**Run 1: cell area per tile**

Drawn at 2 px/um. The die is cut into 16 by 16 equal tiles; dark blue is low, red is high, 0 to 100% covered.
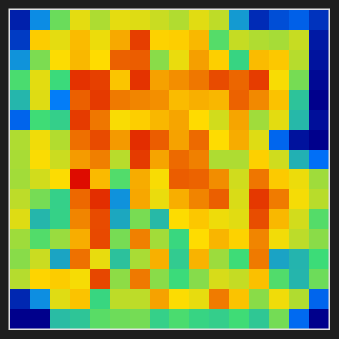
**Run 1: port wiring**

Drawn at 1.5 px/um.
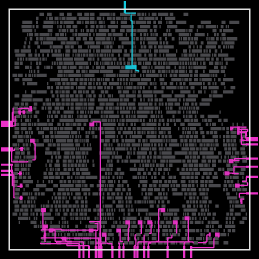
**Run 1: metal 1**

Drawn at 3 px/um. Supply wires on this layer in grey. Cells faint in the background.
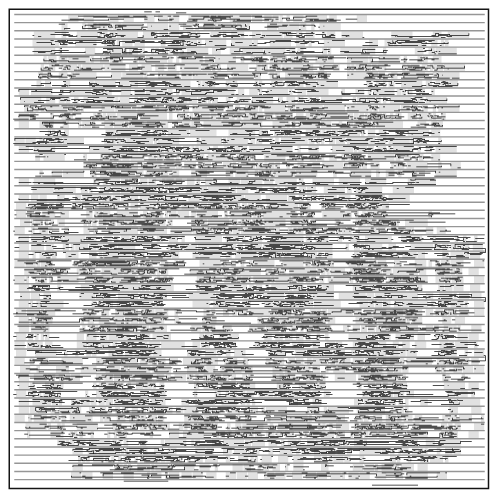
`src/rtl/radar_pkg.sv`:
```
// Definitions shared by both ends of the radar pulse/echo link: the 2-bit state
// encoding and the default timing limits, so the tracking unit and the emulator agree.
package radar_pkg;

  typedef enum logic [1:0] {
    ST_IDLE  = 2'd0,
    ST_PULSE = 2'd1,
    ST_DELAY = 2'd2,
    ST_ECHO  = 2'd3
  } emu_state_t;

  // The tracking unit reports its own FSM on the same 2-bit encoding.
  localparam logic [1:0] TRK_IDLE   = 2'd0;
  localparam logic [1:0] TRK_EMIT   = 2'd1;
  localparam logic [1:0] TRK_LISTEN = 2'd2;
  localparam logic [1:0] TRK_ASSESS = 2'd3;

  localparam int unsigned DEF_MIN_PULSE  = 300;
  localparam int unsigned DEF_MAX_DELAY  = 2000;
  localparam int unsigned DEF_ECHO_LEN   = 10;
  localparam int unsigned DEF_INIT_RANGE = 1500;

endpackage

```
`src/rtl/range_to_delay.sv`:
```
// Converts a simulated target range into a round-trip delay of floor(2*r/3) cycles,
// never less than one cycle, and flags delays beyond the listen window.
module range_to_delay
  import radar_pkg::*;
#(
  parameter int unsigned MAX_DELAY = DEF_MAX_DELAY
) (
  input  logic [31:0] range,
  output logic [31:0] delay,
  output logic        over
);

  logic [33:0] doubled;
  logic [33:0] quotient;
  logic [33:0] clamped;

  // 2*r needs 33 bits; the extra bit keeps the divider input unsigned and overflow-free.
  assign doubled  = {1'b0, range, 1'b0};
  assign quotient = doubled / 34'd3;
  assign clamped  = (quotient == 34'd0) ? 34'd1 : quotient;
  assign over     = clamped > 34'(MAX_DELAY);
  assign delay    = clamped[31:0];

endmodule

```
`src/rtl/radar_target_emulator.sv`:
```
// Responder end of the radar link: validates trigger pulses, answers with a delayed
// fixed-length echo, and closes the simulated target range after every echo.
module radar_target_emulator
  import radar_pkg::*;
#(
  parameter int unsigned MIN_PULSE  = DEF_MIN_PULSE,
  parameter int unsigned MAX_DELAY  = DEF_MAX_DELAY,
  parameter int unsigned ECHO_LEN   = DEF_ECHO_LEN,
  parameter int unsigned INIT_RANGE = DEF_INIT_RANGE
) (
  input  logic        CLK,
  input  logic        RST,
  input  logic        radar_pulse_trigger,
  input  logic        load_range,
  input  logic [31:0] range_in,
  input  logic [31:0] closing_speed,
  output logic        radar_echo,
  output logic [31:0] current_range,
  output logic [15:0] echo_count,
  output logic [15:0] missed_count,
  output logic        out_of_range,
  output logic        short_pulse,
  output logic [1:0]  emu_state
);

  emu_state_t  state;
  logic        trig_hist;
  logic [31:0] width_cnt;
  logic [31:0] delay_cnt;
  logic [31:0] echo_cnt;

  logic [31:0] delay_val;
  logic        delay_over;
  logic        rise;
  logic        echo_done;
  logic [31:0] closed_range;

  range_to_delay #(
    .MAX_DELAY(MAX_DELAY)
  ) u_range_to_delay (
    .range(current_range),
    .delay(delay_val),
    .over (delay_over)
  );

  assign rise         = radar_pulse_trigger & ~trig_hist;
  assign echo_done    = (state == ST_ECHO) && (echo_cnt <= 32'd1);
  assign closed_range = (closing_speed >= current_range) ? 32'd0
                                                         : current_range - closing_speed;
  assign emu_state    = state;

  // NOTE: reset is sampled on the clock edge, so it is tested inside the clocked
  // block rather than listed in the sensitivity list.
  always_ff @(posedge CLK) begin
    if (RST) begin
      state         <= ST_IDLE;
      trig_hist     <= 1'b0;
      width_cnt     <= '0;
      delay_cnt     <= '0;
      echo_cnt      <= '0;
      radar_echo    <= 1'b0;
      current_range <= INIT_RANGE;
      echo_count    <= '0;
      missed_count  <= '0;
      out_of_range  <= 1'b0;
      short_pulse   <= 1'b0;
    end else begin
      // NOTE: every register here uses <= so all updates see pre-edge values.
      trig_hist    <= radar_pulse_trigger;
      out_of_range <= 1'b0;
      short_pulse  <= 1'b0;

      if (rise && (state == ST_DELAY || state == ST_ECHO))
        missed_count <= missed_count + 16'd1;

      // An explicit load overrides the closing step taken on the same edge.
      if (load_range)
        current_range <= range_in;
      else if (echo_done)
        current_range <= closed_range;

      case (state)
        ST_IDLE: begin
          if (rise) begin
            width_cnt <= 32'd1;
            state     <= ST_PULSE;
          end
        end

        ST_PULSE: begin
          if (radar_pulse_trigger) begin
            if (width_cnt != '1)
              width_cnt <= width_cnt + 32'd1;
          end else if (width_cnt < MIN_PULSE) begin
            short_pulse <= 1'b1;
            state       <= ST_IDLE;
          end else if (delay_over) begin
            out_of_range <= 1'b1;
            state        <= ST_IDLE;
          end else begin
            delay_cnt <= delay_val;
            state     <= ST_DELAY;
          end
        end

        ST_DELAY: begin
          if (delay_cnt <= 32'd1) begin
            radar_echo <= 1'b1;
            echo_cnt   <= ECHO_LEN;
            state      <= ST_ECHO;
          end else begin
            delay_cnt <= delay_cnt - 32'd1;
          end
        end

        ST_ECHO: begin
          echo_cnt <= echo_cnt - 32'd1;
          if (echo_done) begin
            radar_echo <= 1'b0;
            echo_count <= echo_count + 16'd1;
            state      <= ST_IDLE;
          end
        end

        default: state <= ST_IDLE;
      endcase
    end
  end

endmodule

```
`config.mk`:
```
export PLATFORM = sky130hd
export DESIGN_NAME = radar_target_emulator
export DESIGN_NICKNAME = d
export VERILOG_FILES = /design/src/rtl/radar_pkg.sv /design/src/rtl/range_to_delay.sv /design/src/rtl/radar_target_emulator.sv
export SDC_FILE = /design/constraint.sdc
export NUM_CORES = 1
export LEC_CHECK = 0
export CORE_UTILIZATION = 53
export CTS_CLUSTER_SIZE = 30
export DETAILED_ROUTE_END_ITERATION = 16
export PLACE_DENSITY = 0.8
export SETUP_SLACK_MARGIN = 0.5
export SLEW_MARGIN = 40
export SYNTH_ARGS = -nofsm -noshare
export SYNTH_HDL_FRONTEND = slang
export SYNTH_SLANG_ARGS = --single-unit
export TNS_END_PERCENT = 20
```
`constraint.sdc`:
```
create_clock -name CLK -period 8.7 [get_ports CLK]
set_input_delay 1.74 -clock CLK [delete_from_list [all_inputs] [get_ports CLK]]
set_output_delay 1.74 -clock CLK [all_outputs]
set_load 0.005 [all_outputs]
```
==> notes.md, run 1 <==
fresh numbers from the pnr run: status=completed, Setup Buffers After CTS=33, wire length per cell=17.7 um, P_comb=1.01 mW, Worst setup SP type=register, EDFF count, synth=0, Worst Hold Class=reg2reg, P&R area growth vs syn=28.2%, Port-buffer cells=136, yosys simple share=0.288, Routed Antenna Nets=0, period utilization=0.990, Peak VDD IR=116 uV, ys cells=1810, Core Region=24300 um^2, met1 GRT Util=0.389, DP Worst Slack=-0.367 ns, fraction of layout cells with a size suffix above 1=0.162, Final Cell Area=16800 um^2, Min Hold Slack=0.452 ns, routability cong.=0.938, endpoints failing setup=0, most frequent cell after synthesis=nor2_1, Max stage delay on crit path=0.55 ns, Logic cell area=9500 um^2, RSZ-0062 raised after global routing=true, flop share of the area=0.199, fp_density=0.539, Placed Cells=2255, Main synth FF type=dfxtp_1, Register Area=3340 um^2, Initial DRT Pass Iterations=6, WL met2=19700 um, H-tree levels=4, register share after synthesis=0.254, yosys xor share=0.0688, Chip Height=159 um, worst setup margin=0.0833 ns, Seq. pwr=0.806 mW, Tapcells=324, Synth top cells by count=nor2_1 (235), nand2_1 (167), dfxtp_1 (166), maximum operating frequency=0.116 GHz, Logic inverters=95, non-clk buf share=0.155, Power, Total=2.60 mW, combinational fraction of design power=0.389, CTS Hold Bufs=0, switching pwr=0.962 mW, critical path class=reg2reg, combinational gates=1439, Leak=6.64 nW, Post-Route Setup TNS=0 ns, GR peak layer=met2, metal3 WL=2620 um, DRT iter0 DRCs=1388, cell type with the largest total area=dfxtp_1, skew final=0.0198 ns, Top Layout Cells=nor2_1 (227), nand2_1 (163), dfxtp_1 (160), cells after synthesis=1810, switching fraction of total power=0.369, Reg power frac=0.310, Core Util, Final=0.691, Top Metal Used=met4, final WL=41400 um, largest net degree at the start of global routing=66, endpoints failing hold=0, logic share of the area=0.566, layout net count=2112, vias in the first global route=13600, Non-Clock Buffer Count=284, top cell category=logic gates, ant diodes=0, Root Buffer=clkbuf_16, Post-CTS Resized=68, Logic family by area=simple AND/OR/NAND/NOR gates, maxcap violations=0, Ports=137, top cells, area=dfxtp_1 (25%), nor2_1 (6.7%), nand2_1 (4.8%), clk cell area share=0.0352, gr ovfl total=0, CTS Sinks=166, All-Layer GR Usage=0.310, first-pass GRT wire length=66200 um, chip area line of the yosys report=13100 um^2, tally of OpenROAD warnings=30, ys flops=166, fin crit period=8.62 ns, drt via density=6.19, endpoint type of the worst setup path=register, Post-synth ARST share=0, Max Buffers Root-to-Sink=2, Power Dens Cells=155 nW/um^2, TritonCTS Buffers=17, Clock Pin Slew Worst Setup and Hold Paths=0.09 ns, fillcell total=1956, vias=14500, mux cell area share after synthesis=0.0123, DR DRC count=0, Crit path arrival time=8.98 ns, Max Slew Vio Count=0, flop count=166, Synth warnings=0, Clock Power Share=0.302, grt met3 use=0.0578, Top-area cell share=0.254, die area=25400 um^2, crit path max-delay cell type=or4_4, Commonest Layout Cell=nor2_1, worst endpoint required time=9.06 ns, crit-path most repeated cell=buf_4, AO/OA Area Share=0.270, Max transition margin=0.409, highest-power group=combinational logic, Syn Area/Cell=7.24 um^2, HPWL after DPL=27700 um, worst-margin pin slew=0.885 ns, non-filler cells, final=2340, syn_nets=1919, Mapped Area=13100 um^2, clkbuf count=18, Post-Synth Adder-Cell Area=0.0405, met2 GRT Util=0.524, row cnt=57, width of the chip=159 um, initial antenna violation count=0, distinct cell type count after synthesis=99, P_clk=0.785 mW
Notes on 'cell area per tile' above:
fullest tile = 99%
mean over tiles = 65%
emptiest ninth of the die = upper right

Notes on 'port wiring' above:
range_in -> magenta  # bits 32, direction input, edge 17 bottom, 8 left, 7 right, end cells 32, buffers 32, wire 841 um
radar_echo -> cyan  # bits 1, direction output, edge top, end cells 1, buffers 1, wire 52.0 um

Notes on 'metal 1' above:
longest straight run = 36.3 um
main direction = horizontal
share of all routed wire = 43%
wire length on this layer = 17600 um

run 1: path summary, 6_finish.rpt:
check / cells past startpoint / start / slack [ns] / to
min: 2 / echo_cnt[21] / 0.45 / echo_cnt[21]
max reg2reg: 40 / current_range[29] / 0.08 / delay_cnt[22]
max: 40 / current_range[29] / 0.08 / delay_cnt[22]
min reg2reg: 2 / echo_cnt[21] / 0.45 / echo_cnt[21]
run 1: critical path: cells and delay by family (launching register included):
family	cells	cell delay, ns
adder cells (fa/ha/maj)	1	0.24
AND-OR/OR-AND	20	4.44
multiplexers	2	0.37
flip-flops	1	0.40
AND/OR/NAND/NOR	8	1.82
XOR/XNOR	1	0.11
buffers and inverters	8	1.19
==> inputs of run 2 (changes only) <==
--- a/config.mk
+++ b/config.mk
@@ -5,12 +5,11 @@
 export SDC_FILE = /design/constraint.sdc
 export NUM_CORES = 1
 export LEC_CHECK = 0
-export CORE_UTILIZATION = 53
+export CORE_UTILIZATION = 35
 export CTS_CLUSTER_SIZE = 30
 export DETAILED_ROUTE_END_ITERATION = 16
-export PLACE_DENSITY = 0.8
+export PLACE_DENSITY = 0.58
 export SETUP_SLACK_MARGIN = 0.5
-export SLEW_MARGIN = 40
 export SYNTH_ARGS = -nofsm -noshare
 export SYNTH_HDL_FRONTEND = slang
 export SYNTH_SLANG_ARGS = --single-unit
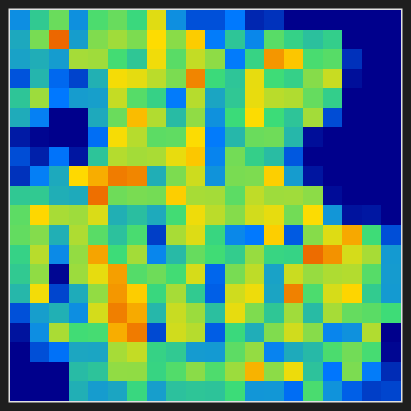
**Above:** run 2 (cell area per tile).
Drawn at 2 px/um. The die is cut into 20 by 20 equal tiles; dark blue is low, red is high, 0 to 100% covered.
Core Util, Final: 0.466
Core Region: 36700 um^2

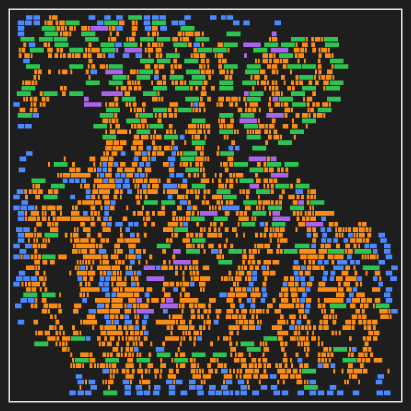
**Above:** run 2 (placement by cell class).
Drawn at 2 px/um.
remaining logic cells -> orange  # cells 1535, share of their area 60%
clock drivers and dummy loads -> purple  # cells 32, share of their area 3.5%
registers -> green  # cells 166, share of their area 20%
remaining buffers and delay cells -> blue  # cells 301, share of their area 16%

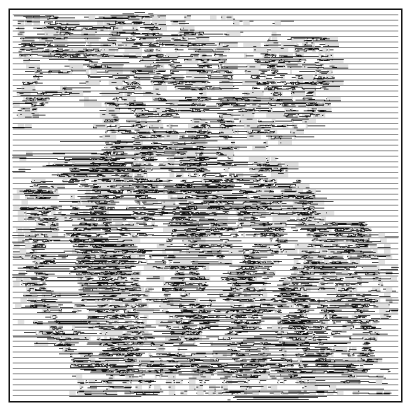
**Above:** run 2 (metal 1).
Drawn at 2 px/um. Supply wires on this layer in grey. Cells faint in the background.
met1 GRT Util: 0.298
final WL: 42200 um
vias: 14200

==> run 2 against run 1 <==
Against the previous run:
- clock skew decreased by 0.0039 ns
- die size increased by 51%
- hold slack improved by 0.0046 ns
- non-clock buffer count increased by 17
- first-iteration DRC count decreased by 17%
- design area increased by 1.9%
- maximum frequency increased by 0.84%
- critical path depth increased by 1
- sequential share of layout area decreased by 0.37 points
- register-to-register slack improved by 0.07 ns
- critical path type unchanged
- largest cell class unchanged
==> notes.md, run 2 <==
fresh numbers from the pnr run: Worst setup SP type=register, Placed Area=15400 um^2, register share after synthesis=0.254, Max stage delay on crit path=0.55 ns, yosys xor share=0.0688, Synth warnings=0, syn_nets=1919, endpoint type of the worst setup path=register, P&R area growth vs syn=30.6%, Ports=137, switching fraction of total power=0.358, gr ovfl total=0, CP Max Fanout=12, endpoints failing setup=0, H-tree levels=4, Mapped Area=13100 um^2, Power, Total=2.61 mW, Register Area=3340 um^2, RSZ-0062 raised after global routing=true, flop count=166, Top Layout Cells=nor2_1 (232), nand2_1 (166), dfxtp_1 (161), status=completed, row cnt=70, crit-path most repeated cell=buf_6, ys flops=166, Tapcells=468, Peak VDD IR=149 uV, clk cell area share=0.0342, worst-margin pin slew=1.05 ns, EDFF count, synth=0, Power Dens Cells=153 nW/um^2, Post-Route Setup TNS=0 ns, yosys simple share=0.288, Post-CTS Resized=98, switching pwr=0.935 mW, period utilization=0.982, Synth top cells by count=nor2_1 (235), nand2_1 (167), dfxtp_1 (166), Worst-Skew Late Latency=0.45 ns, routability cong.=0.888, Non-Clock Buffer Count=301, chip area line of the yosys report=13100 um^2, Main synth FF type=dfxtp_1, non-filler cells, final=2502, DR DRC count=0, distinct cell type count after synthesis=99, crit path max-delay cell type=or4_4, All-Layer GR Usage=0.220, initial antenna violation count=0, Clock Power Share=0.294, largest net degree at the start of global routing=66, Max Slew Vio Count=0, Reg power frac=0.308, Top-area cell share=0.254, P_comb=1.04 mW, wire length per cell=16.8 um, ys cells=1810, worst setup margin=0.155 ns, maximum operating frequency=0.117 GHz, logic share of the area=0.558, Clock Pin Slew Worst Setup and Hold Paths=0.08 ns, ant diodes=0, fraction of layout cells with a size suffix above 1=0.164, Setup Buffers After CTS=31, drt via density=5.66, Syn Area/Cell=7.24 um^2, AO/OA Area Share=0.270, Worst Hold Class=reg2reg, CTS Hold Bufs=0, Post-Synth Adder-Cell Area=0.0405, fp_density=0.357, Final Cell Area=17100 um^2, Leak=6.73 nW, Commonest Layout Cell=nor2_1, Crit path arrival time=8.90 ns, cell type with the largest total area=dfxtp_1, non-clk buf share=0.158, P_clk=0.768 mW, fin crit period=8.55 ns, Post-synth ARST share=0, Placed Cells=2420, combinational fraction of design power=0.398, CTS tree=yes, fillcell total=3589, vias in the first global route=13500, Initial DRT Pass Iterations=5, clkbuf count=19, endpoints failing hold=0, width of the chip=196 um, Port-buffer cells=136, most frequent cell after synthesis=nor2_1, mux cell area share after synthesis=0.0123, DRT iter0 DRCs=1154, Buffers & Inverters on Critical Path=9, Logic family by area=simple AND/OR/NAND/NOR gates, CTS Sinks=166, first-pass GRT wire length=69300 um, P_int=1.68 mW, TritonCTS Buffers=17, HPWL after DPL=29700 um, top cells, area=dfxtp_1 (25%), nor2_1 (6.7%), nand2_1 (4.8%), Worst path top cell family by delay=AND-OR/OR-AND gates, DP Worst Slack=-0.391 ns, critical path class=reg2reg, highest-power group=combinational logic, Logic cell area=9550 um^2, Max Buffers Root-to-Sink=2, Min Hold Slack=0.457 ns, tally of OpenROAD warnings=30, layout net count=2130, top cell category=logic gates, cells after synthesis=1810, die area=38200 um^2, maxcap violations=0, Chip Height=196 um, Seq. pwr=0.805 mW, skew final=0.0159 ns, combinational gates=1440, Logic inverters=95, worst endpoint required time=9.06 ns, Routed Antenna Nets=0, flop share of the area=0.195, Max transition margin=0.297, Root Buffer=clkbuf_16
run 2: cell count changes in the layout (fill, tap and decap cells not counted), sizes merged:
cell / delta
buf: +17
inv: -4
bufinv: +1
clkinv: +1
clkinvlp: +1
dlymetal6s2s: +1
nor3: +1
or2: +1
or4: -1
run 2: worst paths after layout:
kind | from | endpoint | slack (ns) | cells after the start
worst max-delay path | current_range[29] | delay_cnt[27] | 0.15 | 41
worst min register to register | echo_cnt[21] | echo_cnt[21] | 0.46 | 2
worst max register to register | current_range[29] | delay_cnt[27] | 0.15 | 41
worst min-delay path | echo_cnt[21] | echo_cnt[21] | 0.46 | 2
run 2: metal layers:
layer	vias up	share of wire	global-route usage
li1	7013	-	-
met1	6743	0.47	0.298
met2	354	0.47	0.364
met3	52	0.039	0.0263
met4	0	0.019	0.0627
met5	-	0	0
==> inputs of run 3 (changes only) <==
--- a/config.mk
+++ b/config.mk
@@ -8,6 +8,7 @@
 export CORE_UTILIZATION = 35
 export CTS_CLUSTER_SIZE = 30
 export DETAILED_ROUTE_END_ITERATION = 16
+export HOLD_SLACK_MARGIN = 0.02
 export PLACE_DENSITY = 0.58
 export SETUP_SLACK_MARGIN = 0.5
 export SYNTH_ARGS = -nofsm -noshare
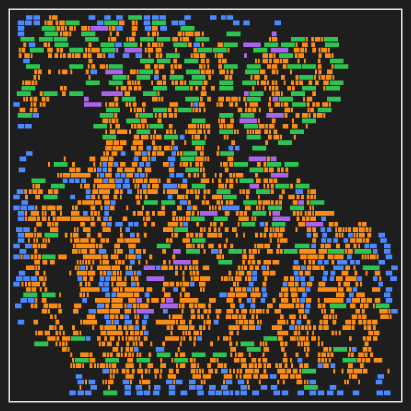
**Above:** run 3 (placement by cell class).
Drawn at 2 px/um.
clock drivers and dummy loads -> purple  # cells 32, share of their area 3.5%
registers -> green  # cells 166, share of their area 20%
remaining logic cells -> orange  # cells 1535, share of their area 60%
remaining buffers and delay cells -> blue  # cells 301, share of their area 16%

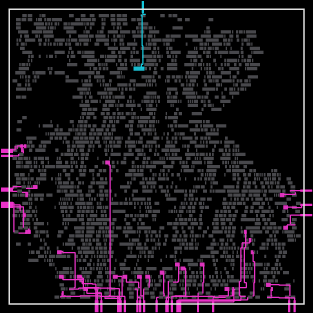
**Above:** run 3 (port wiring).
Drawn at 1.5 px/um.
Port-buffer cells: 136
Ports: 137

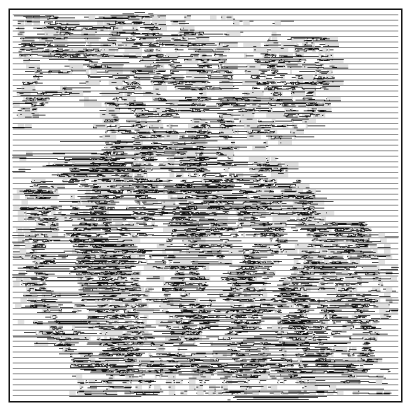
**Above:** run 3 (metal 1).
Drawn at 2 px/um. Supply wires on this layer in grey. Cells faint in the background.
share of all routed wire = 47%
main direction = horizontal
wire length on this layer = 19900 um
nets with wire on the layer = 2021

==> run 3 against run 2 <==
Against the previous run:
- wire length unchanged
- largest cell class unchanged
- non-clock buffer count stayed put
- design area stayed put
==> notes.md, run 3 <==
fresh numbers from the pnr run: top cells, area=dfxtp_1 (25%), nor2_1 (6.7%), nand2_1 (4.8%), tally of OpenROAD warnings=30, Top Layout Cells=nor2_1 (232), nand2_1 (166), dfxtp_1 (161), highest-power group=combinational logic, Worst path depth=41, endpoints failing setup=0, Post-synth ARST share=0, Max stage delay on crit path=0.55 ns, DR DRC count=0, cells after synthesis=1810, H-tree levels=4, worst setup margin=0.155 ns, Power, Total=2.61 mW, Syn Area/Cell=7.24 um^2, crit path max-delay cell type=or4_4, combinational fraction of design power=0.398, width of the chip=196 um, initial antenna violation count=0, routability cong.=0.888, met1 GRT Util=0.298, critical path class=reg2reg, period utilization=0.982, Buffers & Inverters on Critical Path=9, Leak=6.73 nW, Worst path top cell family by delay=AND-OR/OR-AND gates, ant diodes=0, final WL=42200 um, EDFF count, synth=0, GR peak layer=met2, P_clk=0.768 mW, Post-Route Setup TNS=0 ns, Top-area cell share=0.254, All-Layer GR Usage=0.220, DP Worst Slack=-0.391 ns, worst hold path startpoint=echo_cnt[21], metal3 WL=1630 um, wire length per cell=16.8 um, most frequent cell after synthesis=nor2_1, maxcap violations=0, Worst setup SP type=register, Hold EP=echo_cnt[21], chip area line of the yosys report=13100 um^2, Final Cell Area=17100 um^2, CP Launch Point=current_range[29], row cnt=70, Max transition margin=0.297, CP Max Fanout=12, Chip Height=196 um, Crit path arrival time=8.90 ns, Max Buffers Root-to-Sink=2, met2 GRT Util=0.364, distinct cell type count after synthesis=99, Core Region=36700 um^2, worst endpoint required time=9.06 ns, gr ovfl total=0, DRT iter0 DRCs=1154, worst r2r src=current_range[29], worst-margin pin slew=1.05 ns, first-pass GRT wire length=69300 um, crit-path most repeated cell=buf_6, non-filler cells, final=2502, WHS Path Cells=2, status=completed, Root Buffer=clkbuf_16, Synth warnings=0, P_int=1.68 mW, Synth top cells by count=nor2_1 (235), nand2_1 (167), dfxtp_1 (166), RSZ-0062 raised after global routing=true, Placed Cells=2420, P_comb=1.04 mW, grt met3 use=0.0263, Seq. pwr=0.805 mW, die area=38200 um^2, fp_density=0.357, reg2reg end=delay_cnt[27], Clock Pin Slew Worst Setup and Hold Paths=0.08 ns, Reg power frac=0.308, CTS tree=yes, fraction of layout cells with a size suffix above 1=0.164, TritonCTS Buffers=17, register share after synthesis=0.254, Commonest Layout Cell=nor2_1, CTS Sinks=166, switching fraction of total power=0.358, vias=14200, wire length on met1=19900 um, Main synth FF type=dfxtp_1, drt via density=5.66, Min Hold Slack=0.457 ns, Worst Hold Class=reg2reg, layout net count=2130, largest net degree at the start of global routing=66, Top Metal Used=met4, HPWL after DPL=29700 um, Max Slew Vio Count=0, P&R area growth vs syn=30.6%, cell type with the largest total area=dfxtp_1, ys cells=1810, Clock Power Share=0.294, worst setup path endpoint=delay_cnt[27], Placed Area=15400 um^2, switching pwr=0.935 mW, Routed Antenna Nets=0, endpoints failing hold=0, Worst R2R Path Depth=41, WL met2=19800 um, Peak VDD IR=149 uV, Initial DRT Pass Iterations=5, syn_nets=1919, ys flops=166, skew final=0.0159 ns, Power Dens Cells=153 nW/um^2, Mapped Area=13100 um^2, Worst-Skew Late Latency=0.45 ns
==> run 3: what timing repair did <==
item,in CTS,in global routing
endpoints found under the setup margin,34,34
resized,98,47
pin swaps,48,36
buffers inserted,31,14
hold buffers,0,0
gates cloned,4,0
==> run 3: cell families (layout without fill, tap and decap cells) <==
family	Yosys count	in the layout	synth area share
and+or+nand+nor	776	778	0.288
AOI/OAI and AO/OA	501	501	0.270
buffers and inverters	206	428	0.0660
DFF	166	166	0.254
xor gates and xnor gates	103	103	0.0688
adders and majority gates	42	42	0.0405
muxes	16	16	0.0123
==> run 3: layout make-up <==
class / count / area (um^2)
sequential: 166 / 3340
fill: 3589 / 19600
tap: 468 / 586
clock buffer: 19 / 443
timing repair buffer: 301 / 2700
clock inverter: 13 / 143
multi-input combinational: 1440 / 9550
inverter: 95 / 357
No activity file was given, so power comes from the tool's default toggle rates.
